**config.mk**
```make
export PLATFORM = sky130hd
export DESIGN_NAME = word_aligner
export DESIGN_NICKNAME = d
export VERILOG_FILES = /design/src/rtl/word_aligner.sv
export SDC_FILE = /design/constraint.sdc
export NUM_CORES = 1
export LEC_CHECK = 0
export CORE_MARGIN = 10
export CORE_UTILIZATION = 25
export CTS_CLUSTER_DIAMETER = 60
export DETAILED_ROUTE_END_ITERATION = 12
export SYNTH_ARGS = -nofsm -noshare
export SYNTH_HDL_FRONTEND = slang
export SYNTH_SLANG_ARGS = --single-unit
export TNS_END_PERCENT = 50
```
**constraint.sdc**
```tcl
create_clock -name clk -period 7.6 [get_ports clk]
set_input_delay 1.52 -clock clk [delete_from_list [all_inputs] [get_ports clk]]
set_output_delay 1.52 -clock clk [all_outputs]
set_load 0.02 [all_outputs]
```
**src/rtl/word_aligner.sv**
```systemverilog
// Bit-serial sync-word hunter: accepts 0-2 recovered bits per cycle and emits aligned words once locked.
// Optional idle timeout out of CHECK/LOCKED is compiled in with `define WORD_ALIGNER_IDLE_TIMEOUT_EN.
module word_aligner #(
   parameter int                WORD_W      = 8,
   parameter logic [WORD_W-1:0] SYNC_WORD   = 8'hD5,
   parameter int                SYNC_COUNT  = 2,
   parameter int                IDLE_CYCLES = 64
) (
   input  logic              clk,
   input  logic              aresetn,
   input  logic [1:0]        bits_in,
   input  logic [1:0]        bits_cnt,
   output logic [WORD_W-1:0] word_out,
   output logic              word_valid,
   output logic              locked
);

   localparam int FILL_W = $clog2(WORD_W + 1);
   localparam int POS_W  = $clog2(WORD_W);
   localparam int HITS_W = $clog2(SYNC_COUNT + 1);

   localparam logic [FILL_W-1:0] FILL_FULL = FILL_W'(WORD_W);
   localparam logic [POS_W-1:0]  POS_LAST  = POS_W'(WORD_W - 1);
   localparam logic [HITS_W-1:0] HITS_LOCK = HITS_W'(SYNC_COUNT);

   typedef enum logic [1:0] {
      HUNT   = 2'd0,
      CHECK  = 2'd1,
      LOCKED = 2'd2
   } state_t;

   typedef struct packed {
      state_t              state;
      logic [WORD_W-1:0]   sr;
      logic [FILL_W-1:0]   fill;
      logic [POS_W-1:0]    bitpos;
      logic [HITS_W-1:0]   hits;
      logic                emit;
      logic [WORD_W-1:0]   word;
   } st_t;

   if (WORD_W < 4 || SYNC_COUNT < 1 || IDLE_CYCLES < 1) begin : g_bad_param
      $error("word_aligner: illegal parameter value");
   end

   // Advances the aligner by exactly one received bit; applied twice for two-bit cycles.
   function automatic st_t step(input st_t s, input logic b);
      st_t n;
      n    = s;
      n.sr = {s.sr[WORD_W-2:0], b};
      case (s.state)
         HUNT: begin
            if (s.fill != FILL_FULL) begin
               n.fill = s.fill + 1'b1;
            end
            if (n.fill == FILL_FULL && n.sr == SYNC_WORD) begin
               n.bitpos = '0;
               n.hits   = HITS_W'(1);
               n.state  = (SYNC_COUNT == 1) ? LOCKED : CHECK;
            end
         end
         CHECK: begin
            if (s.bitpos == POS_LAST) begin
               n.bitpos = '0;
               if (n.sr == SYNC_WORD) begin
                  n.hits = s.hits + 1'b1;
                  if (n.hits == HITS_LOCK) begin
                     n.state = LOCKED;
                  end
               end else begin
                  n.state = HUNT;
                  n.fill  = '0;
                  n.hits  = '0;
               end
            end else begin
               n.bitpos = s.bitpos + 1'b1;
            end
         end
         LOCKED: begin
            if (s.bitpos == POS_LAST) begin
               n.bitpos = '0;
               n.emit   = 1'b1;
               n.word   = n.sr;
            end else begin
               n.bitpos = s.bitpos + 1'b1;
            end
         end
         default: ;
      endcase
      return n;
   endfunction

   state_t              r_state;
   logic [WORD_W-1:0]   r_sr;
   logic [FILL_W-1:0]   r_fill;
   logic [POS_W-1:0]    r_bitpos;
   logic [HITS_W-1:0]   r_hits;
   logic [WORD_W-1:0]   r_word_out;
   logic                r_word_valid;
   logic                r_locked;

   st_t  w_cur;
   st_t  w_st1;
   st_t  w_st2;
   logic w_has_bits;

   assign w_cur = '{state: r_state, sr: r_sr, fill: r_fill, bitpos: r_bitpos,
                    hits: r_hits, emit: 1'b0, word: '0};
   assign w_st1      = step(w_cur, bits_in[0]);
   assign w_st2      = (bits_cnt == 2'd2) ? step(w_st1, bits_in[1]) : w_st1;
   assign w_has_bits = (bits_cnt == 2'd1) || (bits_cnt == 2'd2);

`ifdef WORD_ALIGNER_IDLE_TIMEOUT_EN
   localparam int               IDLE_W    = $clog2(IDLE_CYCLES + 1);
   localparam logic [IDLE_W-1:0] IDLE_LAST = IDLE_W'(IDLE_CYCLES - 1);
   logic [IDLE_W-1:0] r_idle;
`endif

   always_ff @(posedge clk) begin
      if (!aresetn) begin
         r_state      <= HUNT;
         r_sr         <= '0;
         r_fill       <= '0;
         r_bitpos     <= '0;
         r_hits       <= '0;
         r_word_out   <= '0;
         r_word_valid <= 1'b0;
         r_locked     <= 1'b0;
`ifdef WORD_ALIGNER_IDLE_TIMEOUT_EN
         r_idle       <= '0;
`endif
      end else begin
         r_word_valid <= 1'b0;
         // bits_cnt of 0 or 3 leaves the bit-tracking state untouched
         if (w_has_bits) begin
            r_state  <= w_st2.state;
            r_sr     <= w_st2.sr;
            r_fill   <= w_st2.fill;
            r_bitpos <= w_st2.bitpos;
            r_hits   <= w_st2.hits;
            r_locked <= (w_st2.state == LOCKED);
            if (w_st2.emit) begin
               r_word_out   <= w_st2.word;
               r_word_valid <= 1'b1;
            end
`ifdef WORD_ALIGNER_IDLE_TIMEOUT_EN
            r_idle <= '0;
         end else if (bits_cnt == 2'd0 && r_state != HUNT) begin
            if (r_idle == IDLE_LAST) begin
               r_state  <= HUNT;
               r_fill   <= '0;
               r_hits   <= '0;
               r_locked <= 1'b0;
               r_idle   <= '0;
            end else begin
               r_idle <= r_idle + 1'b1;
            end
`endif
         end
      end
   end

   assign word_out   = r_word_out;
   assign word_valid = r_word_valid;
   assign locked     = r_locked;

endmodule
```
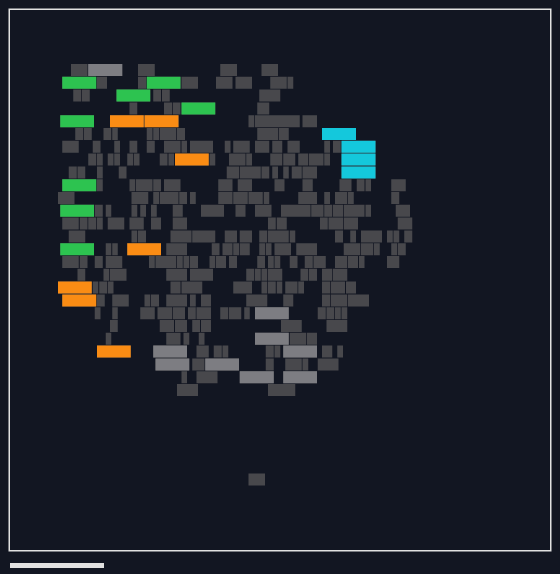
(run_1/registers.png)
Scale bar: 20 um. Other sequential cells in the stronger gray, the rest of the logic in the fainter gray.
| signal | color | placed flops |
|---|---|---|
| `r_fill` | cyan | 4 |
| `word_out` | green | 8 |
| `r_sr` | orange | 7 |
not colored: 9

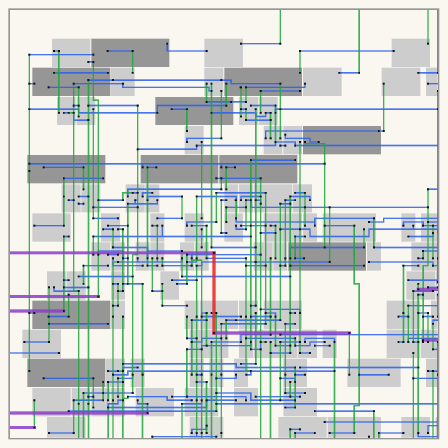
(run_1/zoom.png)
Window x 9 to 49, y 66 to 106 um. Cells in gray, sequential cells in the stronger gray; small squares are vias.
| layer | color |
|---|---|
| met2 | green |
| met1 | blue |
| met3 | purple |
| met4 | red |
sequential cells in the window: 11
cells with their middle in the window: 93
most frequent: nor2_1 (15), o21ai_0 (14), a21oi_1 (12)
netlist names of flops here include: `word_out` (7), `r_sr` (3)

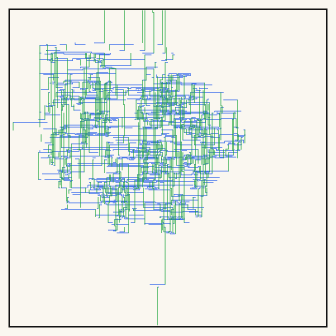
(run_1/metal_stack.png)
Only two layers are drawn.
| layer | color | wire length |
|---|---|---|
| met1 | blue | 2840 um |
| met2 | green | 2710 um |

==> flow_summary.toml, run 1 <==
# implementation run metrics
[die]
row_count = 34
fp_util_pct = 25.7
fp.coreArea_sq_um = 8720

[power]
power_density_nw_per_um2 = 158
vdd_ir_drop_max_v = 0.0000566
p_comb_share_pct = 34.8
p_seq_share_pct = 41.7
p_clk_share_pct = 23.5

[setup_path]
cp_slowest_cell = "clkdlybuf4s50_1"
cp-start-kind = "input pin"
critPathMaxStageDelay_ns = 0.56
rrSetupSlack_ns = 3.64
worstReg2RegStart = "r_fill[0]"
path_buffers = 1
crit_arrival_ns = 5.04
crit_required_ns = 7.75

[sta]
period_minus_slack_ns = 4.89
fin_tns_setup_ns = 0
worstMarginPinSlew_ns = 0.694
finalHoldViolations = 0
skew_ns = 0.00430
relSlewSlack_pct = 53.8

[clocking]
cts_made_buffers = 3
cts_root_buf = "clkbuf_8"
clockBufferDepth = 2
postCtsHoldBufs = 0
cts.repair.resized = 0

[grt]
grt-ovfl-total = 0
grt_usage_pct = 9.09
antenna_found_initial = 0

[cells_and_area]
fin_nets = 324
syn_to_final_growth_pct = 12.5
lay_top_count = "nor2_1"
antennaDiodeCount = 0

[routing]
ant_nets = 0
wl_per_cell_um = 14.3

[hold_path]
hold_depth = 2
hold_path_class = "flip-flop to flip-flop"

[yosys]
synth_flops = 28
edf_count = 0
syn_area_per_cell_sq_um = 7.66
synthFlopType = "dfxtp_1"
yosys.stat.seqShare_pct = 25.0

[run_status]
outcome = "finished, final reports clean"

[placement]
io_buffer_count = 15
globalplace.congestion = 0.873
## run 1: worst max-delay path by stage
| stage | from | to | cells after the start |
|---|---|---|---|
| global route | bits_in[0] | word_out[5] | 12 |
| detailed placement | bits_in[0] | word_out[2] | 12 |
| finish | bits_in[0] | word_out[2] | 12 |
| global placement | bits_in[0] | word_out[2] | 12 |
| floorplan | bits_in[0] | locked | 16 |
| CTS | bits_in[0] | word_out[2] | 12 |
## run 1: worst register-to-register path, stage by stage (launching register included)
cell and delay, ns:
dfxtp_1 0.44, inv_1 0.14, ha_1 0.26, a21boi_0 0.30, o2bb2ai_1 0.12, a21oi_1 0.31
o21ai_0 0.25, o21ai_0 0.34, ha_1 0.22, ha_1 0.18, nand3_1 0.40, a21oi_1 0.67
o21ai_0 0.16, a21oi_1 0.13
## run 1: cells in the mapped netlist (all sizes together) (3+ instances only)
cell | count | area share [%]
ha | 19 | 11
nor2 | 35 | 6.0
dfxtp | 28 | 25
nand3 | 5 | 1.1
nor3 | 7 | 2.0
a211oi | 5 | 1.7
o211ai | 3 | 1.0
o21ai | 31 | 7.1
nand2b | 5 | 1.4
or2 | 4 | 1.1
a221oi | 8 | 3.9
mux2i | 9 | 4.0
clkbuf | 9 | 1.5
buf | 6 | 1.5
a21oi | 24 | 5.4
o21a | 4 | 1.3
inv | 18 | 3.0
nand2 | 24 | 4.0
nor2b | 5 | 1.4
## run 1: cells by family after synthesis
| group | Yosys count | synth area share [%] |
|---|---|---|
| AND-OR/OR-AND | 102 | 31.5 |
| AND/OR/NAND/NOR | 97 | 21.2 |
| buffers and inverters | 35 | 6.58 |
| flip-flops | 28 | 25.0 |
| adder cells (fa/ha/maj) | 19 | 10.6 |
| multiplexers | 9 | 4.01 |
| XOR/XNOR | 3 | 1.17 |
## run 1: power groups by stage
stage	logic, mW	clock network, mW	registers [mW]
after floorplan	0.112	0	0.164
after global placement	0.136	0	0.169
after detailed placement	0.137	0	0.169
after CTS	0.138	0.0965	0.166
after global routing	0.156	0.102	0.168
final	0.139	0.0938	0.166
## run 1: registers in the layout, indices dropped and copies added (netlist names)
name,flops
locked,1
r_state,2
r_sr,7
r_hits,2
r_fill,4
word_valid,1
word_out,8
r_bitpos,3
## run 1: through the flow
step | setup WS [ns] | util [%] | std cells | total power, mW
finish | 2.71 | 29.0 | 406 | 0.399
global route | 2.28 | 29.0 | 406 | 0.427
CTS | 2.72 | 29.0 | 406 | 0.400
detailed placement | 2.41 | 28.3 | 402 | 0.307
global placement | 2.54 | 28.3 | 402 | 0.305
floorplan | 3.58 | - | 293 | 0.275
## run 1: metal layers
layer  track usage, %  part of all wire [%]  up-vias
met5                0                     0        -
met4             1.82                  0.83        0
met3             1.56                   3.5        4
met2             15.4                    47       27
met1             11.8                    49      998
li1                 -                     -     1073
## run 1: final cells by class
| cell class | instances | area [sq um] |
|---|---|---|
| multi-input cells | 230 | 1540 |
| flip-flops and latches | 28 | 561 |
| inverters | 20 | 80.1 |
| clock buffers | 4 | 55.1 |
| repair buffers | 16 | 158 |
| fillers | 910 | 6200 |
| well taps | 108 | 135 |
==> run_1/port_nets.png <==
Scale bar: 20 um.
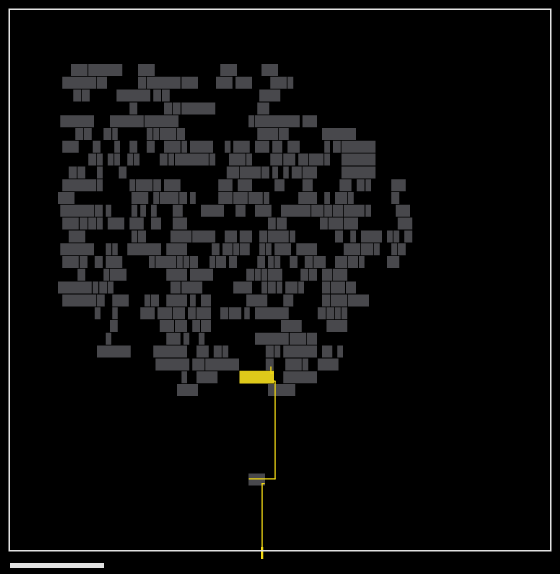

==> inputs of run 2 (changes only) <==
clock period = 4.75 ns   (was 7.6 ns; I/O delays follow)
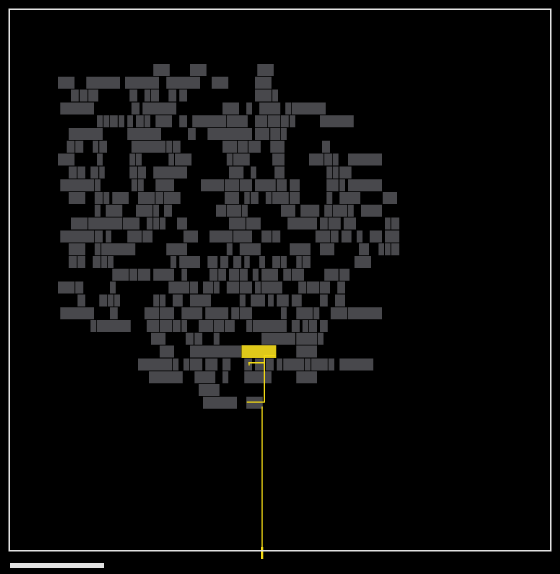
(run_2/port_nets.png)
Scale bar: 20 um.
| port | color | direction | end cells | buffers | wire |
|---|---|---|---|---|---|
| `locked` | yellow | output | 1 | 1 | 49.7 um |

==> flow_summary.toml, run 2 <==
# implementation run metrics
[clocking]
cts_root_buf = "clkbuf_8"
postCtsHoldBufs = 0
cts.repair.resized = 0

[hold_path]
hold_path_class = "flip-flop to flip-flop"
hold_depth = 2

[sta]
skew_ns = 0.0106
relSlewSlack_pct = 54.9

[grt]
antenna_found_initial = 0
grt-ovfl-total = 0

[die]
fp_util_pct = 25.7
fp.coreArea_sq_um = 8720
row_count = 34

[cells_and_area]
lay_top_count = "nor2_1"
seqCellArea_sq_um = 561
antennaDiodeCount = 0
largest_reg_flops = 8

[run_status]
outcome = "finished, final reports clean"

[power]
vdd_ir_drop_max_v = 0.000116
power_density_nw_per_um2 = 269

[setup_path]
rrSetupSlack_ns = 1.08
crit_arrival_ns = 4.38

[yosys]
syn_area_per_cell_sq_um = 7.66
synthFlopType = "dfxtp_1"
yosys.stat.seqShare_pct = 25.0
common_cells = "34 x nor2_1, 28 x dfxtp_1, 27 x o21ai_0, 24 x a21oi_1, 24 x nand2_1"
edf_count = 0
top_cell = "nor2_1"
yosysTopAreaCellShare_pct = 25.0

[placement]
globalplace.congestion = 0.876

[routing]
wl_per_cell_um = 14.3
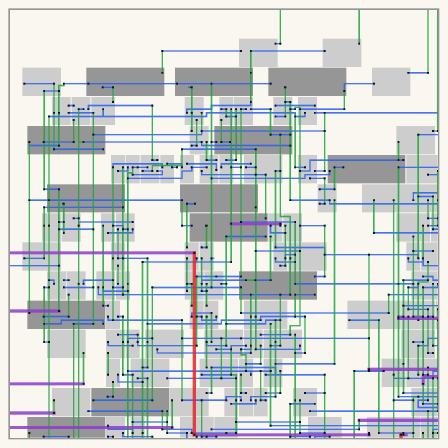
(run_2/zoom.png)
Window x 9 to 49, y 66 to 106 um. Cells in gray, sequential cells in the stronger gray; small squares are vias.
| layer | color |
|---|---|
| met1 | blue |
| met2 | green |
| met4 | red |
| met3 | purple |
netlist names of flops here include: `word_out` (7), `r_sr` (5)
cells with their middle in the window: 94
most frequent: nor2_1 (17), dfxtp_1 (13)
sequential cells in the window: 13

run 2: power by group:
| group | leakage [nW] | internal, mW | total [mW] | switching (mW) |
|---|---|---|---|---|
| combinational | 0.697 | 0.0869 | 0.223 | 0.136 |
| clock | 0.0357 | 0.113 | 0.198 | 0.0850 |
| sequential | 0.228 | 0.247 | 0.266 | 0.0188 |
run 2: how the worst max path moves through the flow:
| stage | startpoint | end | slack [ns] | cells after the start |
|---|---|---|---|---|
| 2_1_floorplan | bits_in[0] | locked | 1.30 | 16 |
| 5_1_grt | bits_in[0] | locked | 0.30 | 14 |
| 6_report | bits_in[0] | locked | 0.56 | 14 |
| 3_5_place_dp | bits_in[0] | locked | 0.28 | 14 |
| 3_3_place_gp | bits_in[0] | locked | 0.41 | 14 |
| 4_1_cts | bits_in[0] | locked | 0.59 | 14 |
run 2: cells by family (layout without fill, tap and decap cells):
group | count (synthesis) | count (layout) | synth area share (%)
adder cells (fa/ha/maj) | 19 | 19 | 10.6
buffers and inverters | 35 | 41 | 6.58
AND/OR/NAND/NOR | 97 | 97 | 21.2
flip-flops | 28 | 28 | 25.0
AND-OR/OR-AND | 102 | 102 | 31.5
XOR/XNOR | 3 | 3 | 1.17
multiplexers | 9 | 9 | 4.01
run 2: cell type report:
type / instances / share of cell area (%)
Multi-Input combinational cell: 230 / 60.3
Sequential cell: 28 / 22.0
Timing Repair Buffer: 17 / 6.48
Tap cell: 108 / 5.30
Inverter: 20 / 3.14
Clock buffer: 3 / 1.62
Clock inverter: 1 / 1.18
run 2: critical path: stages:
cell             delay, ns
clkdlybuf4s50_1       0.57
nand4b_1              0.18
or2_1                 0.37
a211o_1               0.35
o21ai_0               0.35
o21ai_0               0.21
ha_1                  0.23
ha_1                  0.21
nand2_1               0.08
o21ai_0               0.07
nand2_1               0.18
o221a_2               0.23
o31ai_2               0.09
o41ai_2               0.31
run 2: per-layer routing:
metal | vias up | GRT usage [%] | routed length, um
li1 | 1078 | - | -
met1 | 1011 | 11.5 | 2680
met2 | 46 | 15.2 | 2840
met3 | 4 | 1.56 | 293
met4 | 0 | 2.15 | 25
met5 | - | 0 | 0
run 2: metrics by stage:
stage / power, mW / worst slack, ns
global placement: 0.489 / 0.408
CTS: 0.690 / 0.586
floorplan: 0.441 / 1.30
detailed placement: 0.492 / 0.278
global route: 0.724 / 0.297
finish: 0.687 / 0.559
==> run_2/metal_stack.png <==
Only two layers are drawn.
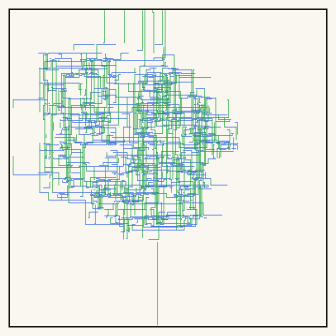

==> inputs of run 3 (changes only) <==
MAX_ROUTING_LAYER = met4   (was default)
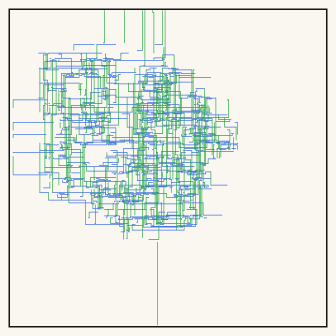
(run_3/metal_stack.png)
Only two layers are drawn.
| layer | color | wire length |
|---|---|---|
| met1 | blue | 2720 um |
| met2 | green | 2840 um |

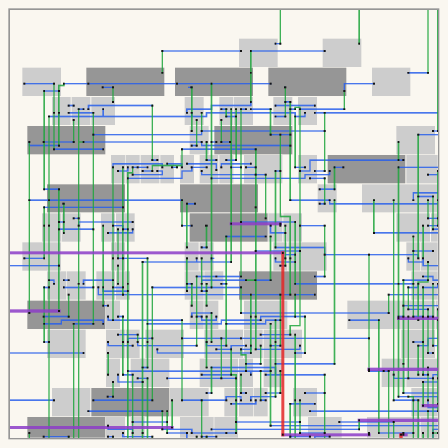
(run_3/zoom.png)
Window x 9 to 49, y 66 to 106 um. Cells in gray, sequential cells in the stronger gray; small squares are vias.
| layer | color |
|---|---|
| met3 | purple |
| met1 | blue |
| met4 | red |
| met2 | green |
cells with their middle in the window: 94
netlist names of flops here include: `word_out` (7), `r_sr` (5)
sequential cells in the window: 13
most frequent: nor2_1 (17), dfxtp_1 (13)

==> flow_summary.toml, run 3 <==
# implementation run metrics
[power]
p_switching_uw = 240
power.total_uw = 687
vdd_ir_drop_max_v = 0.000116
p_sw_share_pct = 34.9
p_int_uw = 447

[yosys]
common_cells = "34 x nor2_1, 28 x dfxtp_1, 27 x o21ai_0, 24 x a21oi_1, 24 x nand2_1"
top_cell = "nor2_1"
edf_count = 0
synth_flops = 28
yosysTopAreaCell = "dfxtp_1"
synthFlopType = "dfxtp_1"

[grt]
grt-ovfl-total = 0

[cells_and_area]
largest_reg_flops = 8
fin_cells = 407
final_util_pct = 29.2
seqCellArea_sq_um = 561
syn_to_final_growth_pct = 13.5

[die]
row_count = 34
fp_util_pct = 25.7

[placement]
globalplace.congestion = 0.891
preCtsSetupSlack_ns = 0.278

[sta]
relSlewSlack_pct = 55.1
worstMarginPinSlew_ns = 0.673

[setup_path]
crit_arrival_ns = 4.38

[clocking]
cts_root_buf = "clkbuf_8"
cts.repair.resized = 0

[hold_path]
hold_path_class = "flip-flop to flip-flop"

[routing]
ant_nets = 0

[run_status]
outcome = "finished, final reports clean"
run 3: kinds of logic (layout without fill, tap and decap cells):
kind of cell | count (synthesis) | after routing | synth area share [%]
AND-OR/OR-AND | 102 | 102 | 31.5
AND/OR/NAND/NOR | 97 | 97 | 21.2
buffers and inverters | 35 | 41 | 6.58
flip-flops | 28 | 28 | 25.0
adder cells (fa/ha/maj) | 19 | 19 | 10.6
multiplexers | 9 | 9 | 4.01
XOR/XNOR | 3 | 3 | 1.17
run 3: final cells by class:
type / instances / area share, %
Clock inverter: 1 / 1.18
Multi-Input combinational cell: 230 / 60.3
Inverter: 20 / 3.14
Clock buffer: 3 / 1.62
Tap cell: 108 / 5.30
Timing Repair Buffer: 17 / 6.48
Sequential cell: 28 / 22.0
run 3: worst paths after layout:
path	start	to	slack, ns
setup / recovery	bits_in[0]	locked	0.56
hold / removal	r_bitpos[1]	r_bitpos[1]	0.52
setup reg to reg	r_fill[0]	locked	1.08
hold reg to reg	r_bitpos[1]	r_bitpos[1]	0.52
run 3: critical path: stages:
cell and delay, ns:
clkdlybuf4s50_1 0.57, nand4b_1 0.18, or2_1 0.37, a211o_1 0.35, o21ai_0 0.35, o21ai_0 0.21, ha_1 0.23, ha_1 0.21
nand2_1 0.08, o21ai_0 0.07, nand2_1 0.18, o221a_2 0.23, o31ai_2 0.09, o41ai_2 0.31
run 3: per-layer routing:
metal	global-route usage [%]	share of wire, %	routed length (um)	up-vias
li1	-	-	-	1078
met1	11.7	47	2720	1012
met2	15.1	49	2840	45
met3	1.30	4.4	254	4
met4	2.15	0.43	25	0
met5	-	0	0	-
run 3: power by group through the flow:
stage / logic, mW / registers, mW / clock network [mW]
after global routing: 0.249 / 0.269 / 0.207
after CTS: 0.221 / 0.266 / 0.203
final: 0.223 / 0.266 / 0.198
after floorplan: 0.179 / 0.262 / 0
after global placement: 0.218 / 0.271 / 0
after detailed placement: 0.220 / 0.272 / 0
Power figures rest on the tool's default switching activity, not on a simulated workload.
